**src/rtl/if_pkg.sv**
```systemverilog
// rtl/if_pkg.sv - shared IF-stage constants, alignment state encodings and byte-swap helper
// No ports: imported by fetch_parcel_fifo and fetch_align_buffer.
package if_pkg;

  localparam int         PARCEL_W = 16;
  localparam logic [1:0] OPC_FULL = 2'b11;

  typedef enum logic {
    FA_ALIGNED = 1'b0,
    FA_SKIP_LO = 1'b1
  } fa_state_e;

  // Memory byte order -> instruction order; the D-side data path uses the same swap.
  function automatic logic [31:0] byte_swap(input logic [31:0] d);
    return {d[7:0], d[15:8], d[23:16], d[31:24]};
  endfunction

endpackage

```
**src/rtl/fetch_parcel_fifo.sv**
```systemverilog
// rtl/fetch_parcel_fifo.sv - circular store of 16-bit instruction parcels, 0/1/2 push and pop per cycle
// Ports:
//   clk, rst            clock, synchronous active-high reset
//   flush               drop all parcels (redirect)
//   push_n, push_lo/hi  number of parcels to write this cycle and their data, lo first
//   pop_n               number of parcels to retire from the head this cycle
//   head, head_next     oldest parcel and the one after it
//   count               parcels currently held
module fetch_parcel_fifo
  import if_pkg::*;
#(
  parameter int PARCELS = 6,
  localparam int PW = $clog2(PARCELS),
  localparam int CW = $clog2(PARCELS + 1)
) (
  input  logic                clk,
  input  logic                rst,
  input  logic                flush,
  input  logic [1:0]          push_n,
  input  logic [PARCEL_W-1:0] push_lo,
  input  logic [PARCEL_W-1:0] push_hi,
  input  logic [1:0]          pop_n,
  output logic [PARCEL_W-1:0] head,
  output logic [PARCEL_W-1:0] head_next,
  output logic [CW-1:0]       count
);

  logic [PARCEL_W-1:0] store [PARCELS];
  logic [PW-1:0]       head_ptr;
  logic [PW-1:0]       tail_ptr;

  // Depth need not be a power of two, so pointers wrap explicitly.
  function automatic logic [PW-1:0] ptr_add(input logic [PW-1:0] p, input logic [1:0] n);
    logic [PW:0] s;
    s = {1'b0, p} + {{(PW-1){1'b0}}, n};
    if (s >= (PW+1)'(PARCELS)) s = s - (PW+1)'(PARCELS);
    return s[PW-1:0];
  endfunction

  always_ff @(posedge clk) begin
    if (rst || flush) begin
      head_ptr <= '0;
      tail_ptr <= '0;
      count    <= '0;
    end else begin
      tail_ptr <= ptr_add(tail_ptr, push_n);
      head_ptr <= ptr_add(head_ptr, pop_n);
      count    <= count + CW'(push_n) - CW'(pop_n);
    end
  end

  always_ff @(posedge clk) begin
    if (!rst && !flush) begin
      if (push_n != 2'd0) store[tail_ptr] <= push_lo;
      if (push_n == 2'd2) store[ptr_add(tail_ptr, 2'd1)] <= push_hi;
    end
  end

  always_ff @(posedge clk) begin
    if (!rst) begin
      assert (count <= CW'(PARCELS));
      assert (CW'(pop_n) <= count);
    end
  end

  assign head      = store[head_ptr];
  assign head_next = store[ptr_add(head_ptr, 2'd1)];

endmodule

```
**src/rtl/fetch_align_buffer.sv**
```systemverilog
// rtl/fetch_align_buffer.sv - IF front end: I-cache fetch, parcel alignment, one instruction per cycle to IF/ID
// Ports:
//   clk, proc_reset                  clock, synchronous active-high reset
//   icache_ren/addr/rdata/stall      word fetch interface (word address, memory byte order data)
//   redirect, redirect_pc            taken branch/jump from ID; flushes and restarts fetch
//   id_ready                         IF/ID can load this cycle
//   id_valid/inst/pc/compressed      aligned instruction, its PC and RVC flag
module fetch_align_buffer
  import if_pkg::*;
#(
  parameter int          PARCELS  = 6,
  parameter logic [31:0] RESET_PC = 32'h0000_0000
) (
  input  logic        clk,
  input  logic        proc_reset,
  output logic        icache_ren,
  output logic [29:0] icache_addr,
  input  logic [31:0] icache_rdata,
  input  logic        icache_stall,
  input  logic        redirect,
  input  logic [31:0] redirect_pc,
  input  logic        id_ready,
  output logic        id_valid,
  output logic [31:0] id_inst,
  output logic [31:0] id_pc,
  output logic        id_compressed
);

  localparam int CW = $clog2(PARCELS + 1);

  fa_state_e           state;
  logic [31:0]         w;
  logic [CW-1:0]       count;
  logic [PARCEL_W-1:0] head;
  logic [PARCEL_W-1:0] head_next;
  logic                full_head;
  logic                accept;
  logic                pop;
  logic [1:0]          push_n;
  logic [1:0]          pop_n;
  logic [PARCEL_W-1:0] push_lo;

  assign w = byte_swap(icache_rdata);

  always_comb begin
    full_head  = (head[1:0] == OPC_FULL);
    // Free-slot test uses the pre-pop count: a word is only requested when both parcels fit.
    icache_ren = !redirect && (count <= CW'(PARCELS - 2));
    accept     = icache_ren && !icache_stall;
    push_n     = 2'd0;
    if (accept) push_n = (state == FA_SKIP_LO) ? 2'd1 : 2'd2;
    // After a redirect into the upper half of a word, the lower parcel is discarded.
    push_lo    = (state == FA_SKIP_LO) ? w[31:16] : w[15:0];

    // A 32-bit head with only one parcel present is waiting for the next word.
    id_valid      = !redirect && (full_head ? (count >= CW'(2)) : (count != '0));
    id_compressed = id_valid && !full_head;
    id_inst       = 32'h0;
    if (id_valid) id_inst = full_head ? {head_next, head} : {16'h0, head};

    pop   = id_valid && id_ready;
    pop_n = 2'd0;
    if (pop) pop_n = full_head ? 2'd2 : 2'd1;
  end

  always_ff @(posedge clk) begin
    if (proc_reset) begin
      state       <= FA_ALIGNED;
      icache_addr <= RESET_PC[31:2];
      id_pc       <= RESET_PC;
    end else if (redirect) begin
      state       <= redirect_pc[1] ? FA_SKIP_LO : FA_ALIGNED;
      icache_addr <= redirect_pc[31:2];
      id_pc       <= redirect_pc & ~32'h1;
    end else begin
      if (accept) begin
        state       <= FA_ALIGNED;
        icache_addr <= icache_addr + 30'd1;
      end
      if (pop) id_pc <= id_pc + (full_head ? 32'd4 : 32'd2);
    end
  end

  fetch_parcel_fifo #(.PARCELS(PARCELS)) u_fifo (
    .clk       (clk),
    .rst       (proc_reset),
    .flush     (redirect),
    .push_n    (push_n),
    .push_lo   (push_lo),
    .push_hi   (w[31:16]),
    .pop_n     (pop_n),
    .head      (head),
    .head_next (head_next),
    .count     (count)
  );

endmodule

```
**config.mk**
```make
export PLATFORM = sky130hd
export DESIGN_NAME = fetch_align_buffer
export DESIGN_NICKNAME = d
export VERILOG_FILES = /design/src/rtl/if_pkg.sv /design/src/rtl/fetch_parcel_fifo.sv /design/src/rtl/fetch_align_buffer.sv
export SDC_FILE = /design/constraint.sdc
export NUM_CORES = 1
export LEC_CHECK = 0
export CAP_MARGIN = 20
export CORE_MARGIN = 2
export CORE_UTILIZATION = 55
export CTS_CLUSTER_DIAMETER = 80
export DETAILED_ROUTE_END_ITERATION = 6
export HOLD_SLACK_MARGIN = 0.02
export PLACE_DENSITY_LB_ADDON = 0.25
export RECOVER_POWER = 50
export SLEW_MARGIN = 30
export SYNTH_ARGS = -nofsm -noshare
export SYNTH_HDL_FRONTEND = slang
export SYNTH_SLANG_ARGS = --single-unit
```
**constraint.sdc**
```tcl
create_clock -name clk -period 9.7 [get_ports clk]
set_input_delay 1.94 -clock clk [delete_from_list [all_inputs] [get_ports clk]]
set_output_delay 1.94 -clock clk [all_outputs]
set_load 0.05 [all_outputs]
```
==> deck_impl_summary.md, run 1 <==
Synthesis and Place & Route Summary

Run status
  – Status: complete, but fails checks
  – Failing checks: capacitance limit, slew limit

Die
  – Number of cell rows: between 40 and 50
  – Core Area: 0.01796 mm^2

Pwr
  – Part of the power in registers: between 40 and 50%
  – Seq pwr: 0.803 mW
  – Sw power: 0.5305 mW

Synth
  – Main logic family after synthesis: multiplexers
  – Synth async-reset ratio: 0%
  – Top area cell types: edfxtp_1 (29%), dfxtp_1 (14%), mux2_2 (13%)
  – Most used flip-flop cell: edfxtp_1
  – Yosys cell count: 960

Global route
  – Met1 Track Usage GR: 39.37%
  – Most used routing layer: met2

Detailed routing
  – DRT iter0 DRCs: 730
  – Vias per cell: about 6.4
  – Post-route DRC: 0

Layout
  – Seq/total area: 34.47%
  – # fillers: 1325
  – Combinational Gates: 701
  – Final instance area: 0.01249 mm^2

Clock network
  – Post-CTS Hold Buffers: 0
  – Cts bufs inserted: 17
  – Clk sink count: 167
  – CTS Buffer Depth: 2
  – TritonCTS clock tree: built

Worst setup path
  – CP cell instances: dlygate4sd3_1 > clkbuf_1 > a21o_1 > a211oi_1 > clkdlybuf4s50_1
  – Kind of cell with the highest combined delay on the critical path: buffers and inverters
  – Crit Reg-Reg Endpoint: u_fifo.store[5][14]
  – Crit path from: redirect
  – Crit start category: input pin

Hold path
  – Worst min-delay path startpoint: id_pc[1]

Final timing
  – Max-slew violation count: 118
  – Final Hold Viols: 0
  – Setup violators final: 0

Job
  – Max-cap viol count: 2
==> run 1: through the flow <==
stage	hold slack, ns	power (mW)	std cells	utilization [%]
2_1_floorplan	0.5284	1.021	960	-
3_3_place_gp	0.4934	1.139	1310	66.64
3_5_place_dp	0.5165	1.145	1310	66.64
4_1_cts	0.5257	1.802	1342	69.80
5_1_grt	0.5383	1.851	1342	69.53
6_report	0.5230	1.793	1342	69.53
==> run 1: worst register-to-register path, stage by stage (launching register included) <==
cell and delay [ns]:
dfxtp_1 0.58, inv_1 0.17, ha_1 0.45, or4b_2 0.61, nand2_1 0.09, a32o_1 0.23
nor3b_1 0.20, a31oi_1 0.07, nor3_1 0.26, clkbuf_1 0.94
==> run 1: synthesized netlist by cell type, types with 4 or more instances <==
cell,count
a21oi_1,43
o21a_1,4
nand4_1,14
buf_2,6
ha_1,13
nand3b_1,4
nor2_1,89
a221oi_1,18
nor3_1,24
a21o_1,4
nand2_1,59
edfxtp_1,96
and2_1,9
mux4_2,17
inv_1,24
nand3_1,23
a31oi_1,20
mux2_2,115
nor3b_1,5
dfxtp_1,71
or3_1,8
nor4_1,4
nor4_2,4
a32oi_1,6
xnor2_1,22
clkbuf_1,54
xor2_1,13
nor3_2,4
mux2i_1,51
o21ai_0,37
a211oi_1,37
fa_1,5
and3_1,12
==> run 1: how the worst max path moves through the flow <==
stage,to,slack [ns],cells after the start
2_1_floorplan,id_inst[21],3.71,5
3_3_place_gp,id_inst[23],3.22,7
3_5_place_dp,id_inst[23],3.24,7
4_1_cts,id_inst[29],2.81,11
5_1_grt,id_inst[7],2.03,5
6_report,id_inst[13],2.12,5
==> run 1: sequential cells by signal, summed over array words and instances (netlist names) <==
signal and cells:
u_fifo.head_ptr 3, state 1, u_fifo.count 3, icache_addr 30, u_fifo.tail_ptr 3, u_fifo.store 96, id_pc 31
Fig. 1: run 1, close-up of the layout
Scale bar: 10 um. Window x 57 to 82, y 29 to 54 um. Cells in grey, sequential cells in the stronger grey; small squares are vias.
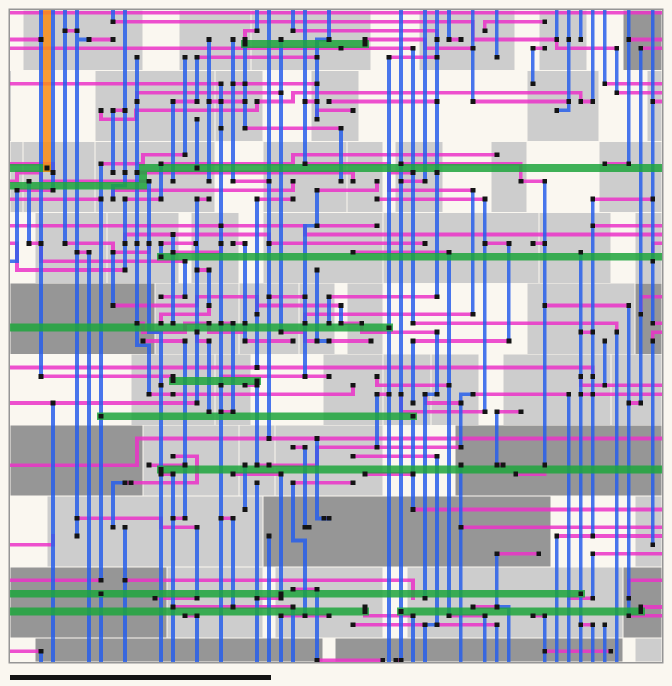
colour	layer
magenta	metal 1
blue	metal 2
green	metal 3
orange	metal 4
most frequent	mux2_2 (4), edfxtp_1 (4)
netlist names of flops here include	`u_fifo.store` (4)
cells with their middle in the window	44
sequential cells in the window	4

Fig. 2: run 1, wire density map
28 x 28 tiles, from black (low) to pale yellow (high), scaled to the fullest tile. Values are wire area over tile area, all layers added.
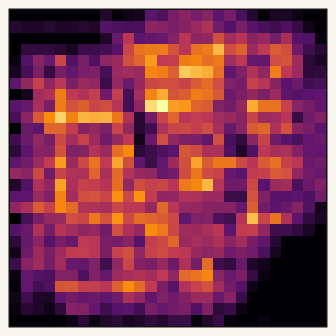
tiles over half the peak	26%
fullest tile	0.69
emptiest ninth of the die	lower right
nearly empty tiles	9.9%
mean over tiles	0.24
densest ninth of the die	top centre
GRT Overall Usage: 29.23%
final routed wire length divided by cell count: 21.38 um
via count: 8560
final WL: 28700 um

Fig. 3: run 1, clock distribution
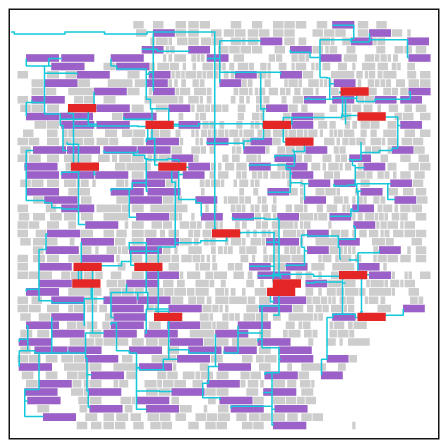
[red] clock drivers | count: 17
[purple] flip-flops | count: 167
[cyan] clock wires | length: 2060 um
flops lie	all over the die
routed clock nets	18
Layout Skew: 0.01774 ns
clock network power: 0.666 mW
Skew-Pair Late Insertion Delay: 0.44 ns
Clock power frac: 37.1%

Fig. 4: run 1, placement view
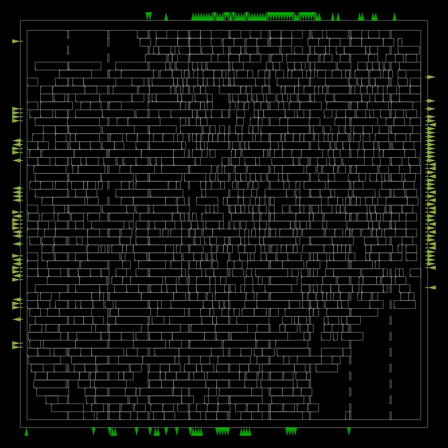

--- run 2 (diff from run 1) ---
CORE_UTILIZATION = 49   (was 55)
clock period = 6.25 ns   (was 9.7 ns; I/O delays follow)
Fig. 5: run 2, placement view
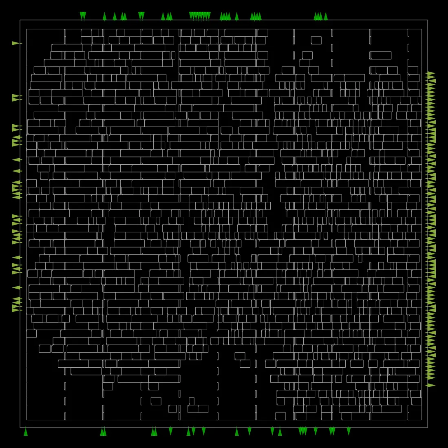
seq_cells: 167
Core Area: 0.02023 mm^2

==> deck_impl_summary.md, run 2 <==
Synthesis and Place & Route Summary

Layout
  – Combinational Gates: 701
  – Top flop regs: u_fifo.store: 96 flops, id_pc: 31 flops, icache_addr: 30 flops
  – Finished Core Util: 62.12%
  – Cell Count, Final, Fillers Out: ~1400
  – Most flops, register: u_fifo.store
  – Seq/total area: between 30% and 40%
  – Max reg flops: between 90 and 100
  – # fillers: 1667

Synth
  – Post-Syn Nets: around 1000
  – Synth async-reset ratio: 0%
  – Most used flip-flop cell: edfxtp_1
  – Top-count cell post-synth: mux2_2
  – Main logic family after synthesis: multiplexers
  – Top area cell types: edfxtp_1 (29%), dfxtp_1 (14%), mux2_2 (13%)
  – Most frequent cells after synthesis: mux2_2 (115), edfxtp_1 (96), nor2_1 (89)
  – Yosys cell count: approximately 960

Final timing
  – Setup violators final: 0
  – Layout Skew: 0.01318 ns
  – Max-slew violation count: about 90
  – Final Hold Viols: 0
  – Fin Hold WS: 0.5125 ns

Detailed routing
  – Vias per cell: 6.044
  – Post-route DRC: 0
  – Via count: 8371
  – DRT iter0 DRCs: between 500 and 600
  – Final WL: between 20000 and 30000 um
  – Final routed wire length divided by cell count: 20.71 um

Worst setup path
  – CP cell instances: buf_4 > ha_1 > or3_1 > a21oi_1 > a221oi_1 > buf_4 > inv_1 > nor2_1 > buf_4 > a221oi_1 > buf_4
  – Kind of cell with the highest combined delay on the critical path: buffers and inverters
  – Slowest stage cell, crit path: buf_4
  – Crit start category: register

Clock network
  – Post-CTS Hold Buffers: 0
  – CTS Buffer Depth: 2
  – Skew-Pair Late Insertion Delay: 0.44 ns
  – TritonCTS clock tree: built
  – Post-CTS setup buffer count: 0
  – Cts bufs inserted: 17
  – Clk sink count: 167
  – Root Driver: clkbuf_16

Die
  – Number of cell rows: 52
  – Die Ht: 147.5 um

Placement
  – Inst Count DP: 1352

Global route
  – GRT Overall Usage: 26.59%

Job
  – Max-cap viol count: 2

Run status
  – Failing checks: capacitance limit, slew limit
  – Status: complete, but fails checks
[run 2: cell count changes in the layout (fill, tap and decap cells not counted), sizes merged]
cell,before,now
clkdlybuf4s50,100,85
inv,31,33
bufinv,1,2
clkinv,5,3
buf,19,34
diode,0,1
clkinvlp,3,2
clkbuf,24,25
[run 2: layer usage]
metal  GRT usage [%]  vias to the layer above  part of all wire (%)
met3           4.568                       54                   6.8
met5               0                        -                     0
met1           35.88                     4060                    42
met2           43.18                      336                    48
li1                -                     3921                     -
met4           10.05                        0                   3.1
[run 2: power breakdown]
| part | leakage [nW] | internal (mW) | switching, mW | total (mW) |
|---|---|---|---|---|
| registers | 1.45 | 1.20 | 0.0407 | 1.24 |
| clock network | 0.303 | 0.616 | 0.507 | 1.12 |
| logic | 2.61 | 0.196 | 0.305 | 0.501 |
| total | 4.37 | 2.02 | 0.853 | 2.87 |
[run 2: tightest hold or removal path, cell delays in order, from the launching register on]
cell      delay (ns)
dfxtp_1         0.33
nand2_1         0.06
a311oi_1        0.08
[run 2: worst paths after layout]
| path | startpoint | endpoint | slack [ns] | depth (start not counted) |
|---|---|---|---|---|
| setup reg to reg | u_fifo.tail_ptr[1] | u_fifo.store[4][0] | 2.42 | 8 |
| hold / removal | id_pc[1] | id_pc[1] | 0.51 | 2 |
| hold reg to reg | id_pc[1] | id_pc[1] | 0.51 | 2 |
| setup / recovery | u_fifo.head_ptr[0] | id_inst[29] | 0.73 | 11 |
[run 2: metrics by stage]
step                power, mW  area (um^2)
finish                  2.869        12570
global route            2.968        12570
CTS                     2.887        12620
detailed placement      1.779        11990
global placement        1.770        11990
floorplan               1.585        10090
Fig. 6: run 2, clock distribution
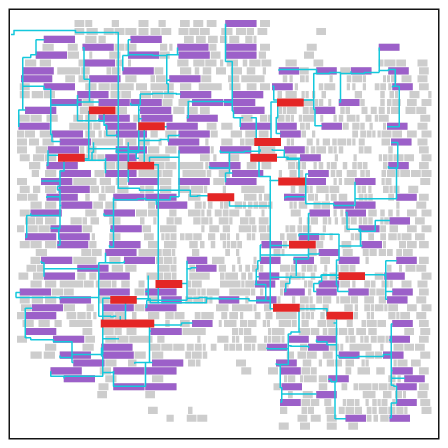

--- run 3 (diff from run 2) ---
CORE_MARGIN = 5   (was 2)
Fig. 7: run 3, clock distribution
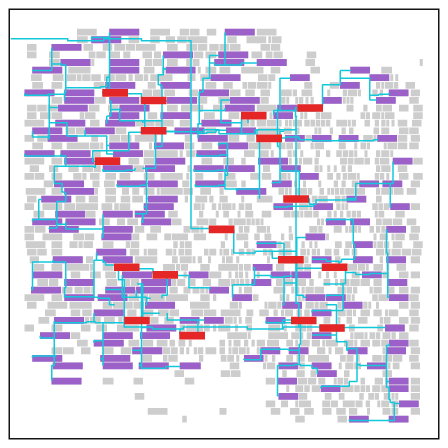
[purple] flip-flops | count: 167
[red] clock drivers | count: 17
[cyan] clock wires | length: 2210 um
flops lie	all over the die
routed clock nets	18
Layout Skew: 0.01718 ns
Skew-Pair Late Insertion Delay: 0.45 ns

==> deck_impl_summary.md, run 3 <==
Synthesis and Place & Route Summary

Hold path
  – Worst Hold End: id_pc[1]
  – Hold depth: 2

Layout
  – Top flop regs: u_fifo.store: 96 flops, id_pc: 31 flops, icache_addr: 30 flops
  – Final instance area: 0.01270 mm^2

Run status
  – Failing checks: capacitance limit, slew limit
  – Status: complete, but fails checks

Clock network
  – Post-CTS Hold Buffers: 0
  – Root Driver: clkbuf_16
  – TritonCTS clock tree: built
  – CTS Buffer Depth: 2

Final timing
  – Fin Hold WS: about 0.5 ns
  – Final Hold Viols: 0
  – Setup violators final: 0
  – Max-slew violation count: 45

Placement
  – DP Area: roughly 0.012 mm^2
  – Inst Count DP: 1350

Synth
  – Most frequent cells after synthesis: mux2_2 (115), edfxtp_1 (96), nor2_1 (89)
  – Synth async-reset ratio: 0%
  – Top-count cell post-synth: mux2_2

Detailed routing
  – Final WL: 29720 um
  – Via count: 8472

Global route
  – GRT Overall Usage: 24.71%

Worst setup path
  – Crit path from: redirect
  – Crit Reg-Reg Endpoint: u_fifo.store[5][12]

Die
  – Number of cell rows: 52
  – Core Area: between 0.02 and 0.025 mm^2

Job
  – Max-cap viol count: 1
[run 3: cells by family (layout without fill, tap and decap cells)]
| group | after synthesis | in the layout | share of synthesized area (%) |
|---|---|---|---|
| simple gates | 275 | 275 | 13.78 |
| fa+ha+maj | 18 | 18 | 2.605 |
| flops | 167 | 167 | 42.67 |
| mux | 183 | 183 | 21.70 |
| buf+inv | 92 | 245 | 3.759 |
| xor+xnor | 35 | 35 | 3.039 |
| compound gates | 189 | 189 | 12.41 |
| other cells | 1 | 1 | 0.03718 |
[run 3: cell type report]
class / count / area [um^2] / area share, %
Clock inverter: 15 / 155.1 / 1.222
Timing Repair Buffer: 188 / 1943 / 15.30
Multi-Input combinational cell: 701 / 5436 / 42.82
Inverter: 25 / 93.84 / 0.7391
Sequential cell: 167 / 4305 / 33.91
Clock buffer: 17 / 425.4 / 3.350
Tap cell: 270 / 337.8 / 2.661
[run 3: where the power goes]
part | internal, mW | total (mW) | switching (mW)
clock network | 0.534 | 1.05 | 0.519
registers | 1.20 | 1.25 | 0.0417
logic | 0.199 | 0.505 | 0.306
[run 3: worst max-delay path, cell delays in order]
cell and delay, ns:
dlygate4sd3_1 0.55, clkbuf_1 1.45, nor3_1 0.18, buf_4 0.32, o21ai_0 0.11, a221oi_1 0.13
buf_12 0.24
[run 3: layer usage]
layer / part of all wire [%] / vias to the layer above / wire [um] / GRT usage (%)
met5: 0 / - / 0 / 0
met4: 3.7 / 0 / 1100 / 10.26
met3: 7.9 / 65 / 2336 / 4.948
met2: 47 / 370 / 14090 / 39.91
met1: 41 / 4119 / 12190 / 32.63
li1: - / 3918 / - / -
Power is estimated from default activity; no workload was simulated.
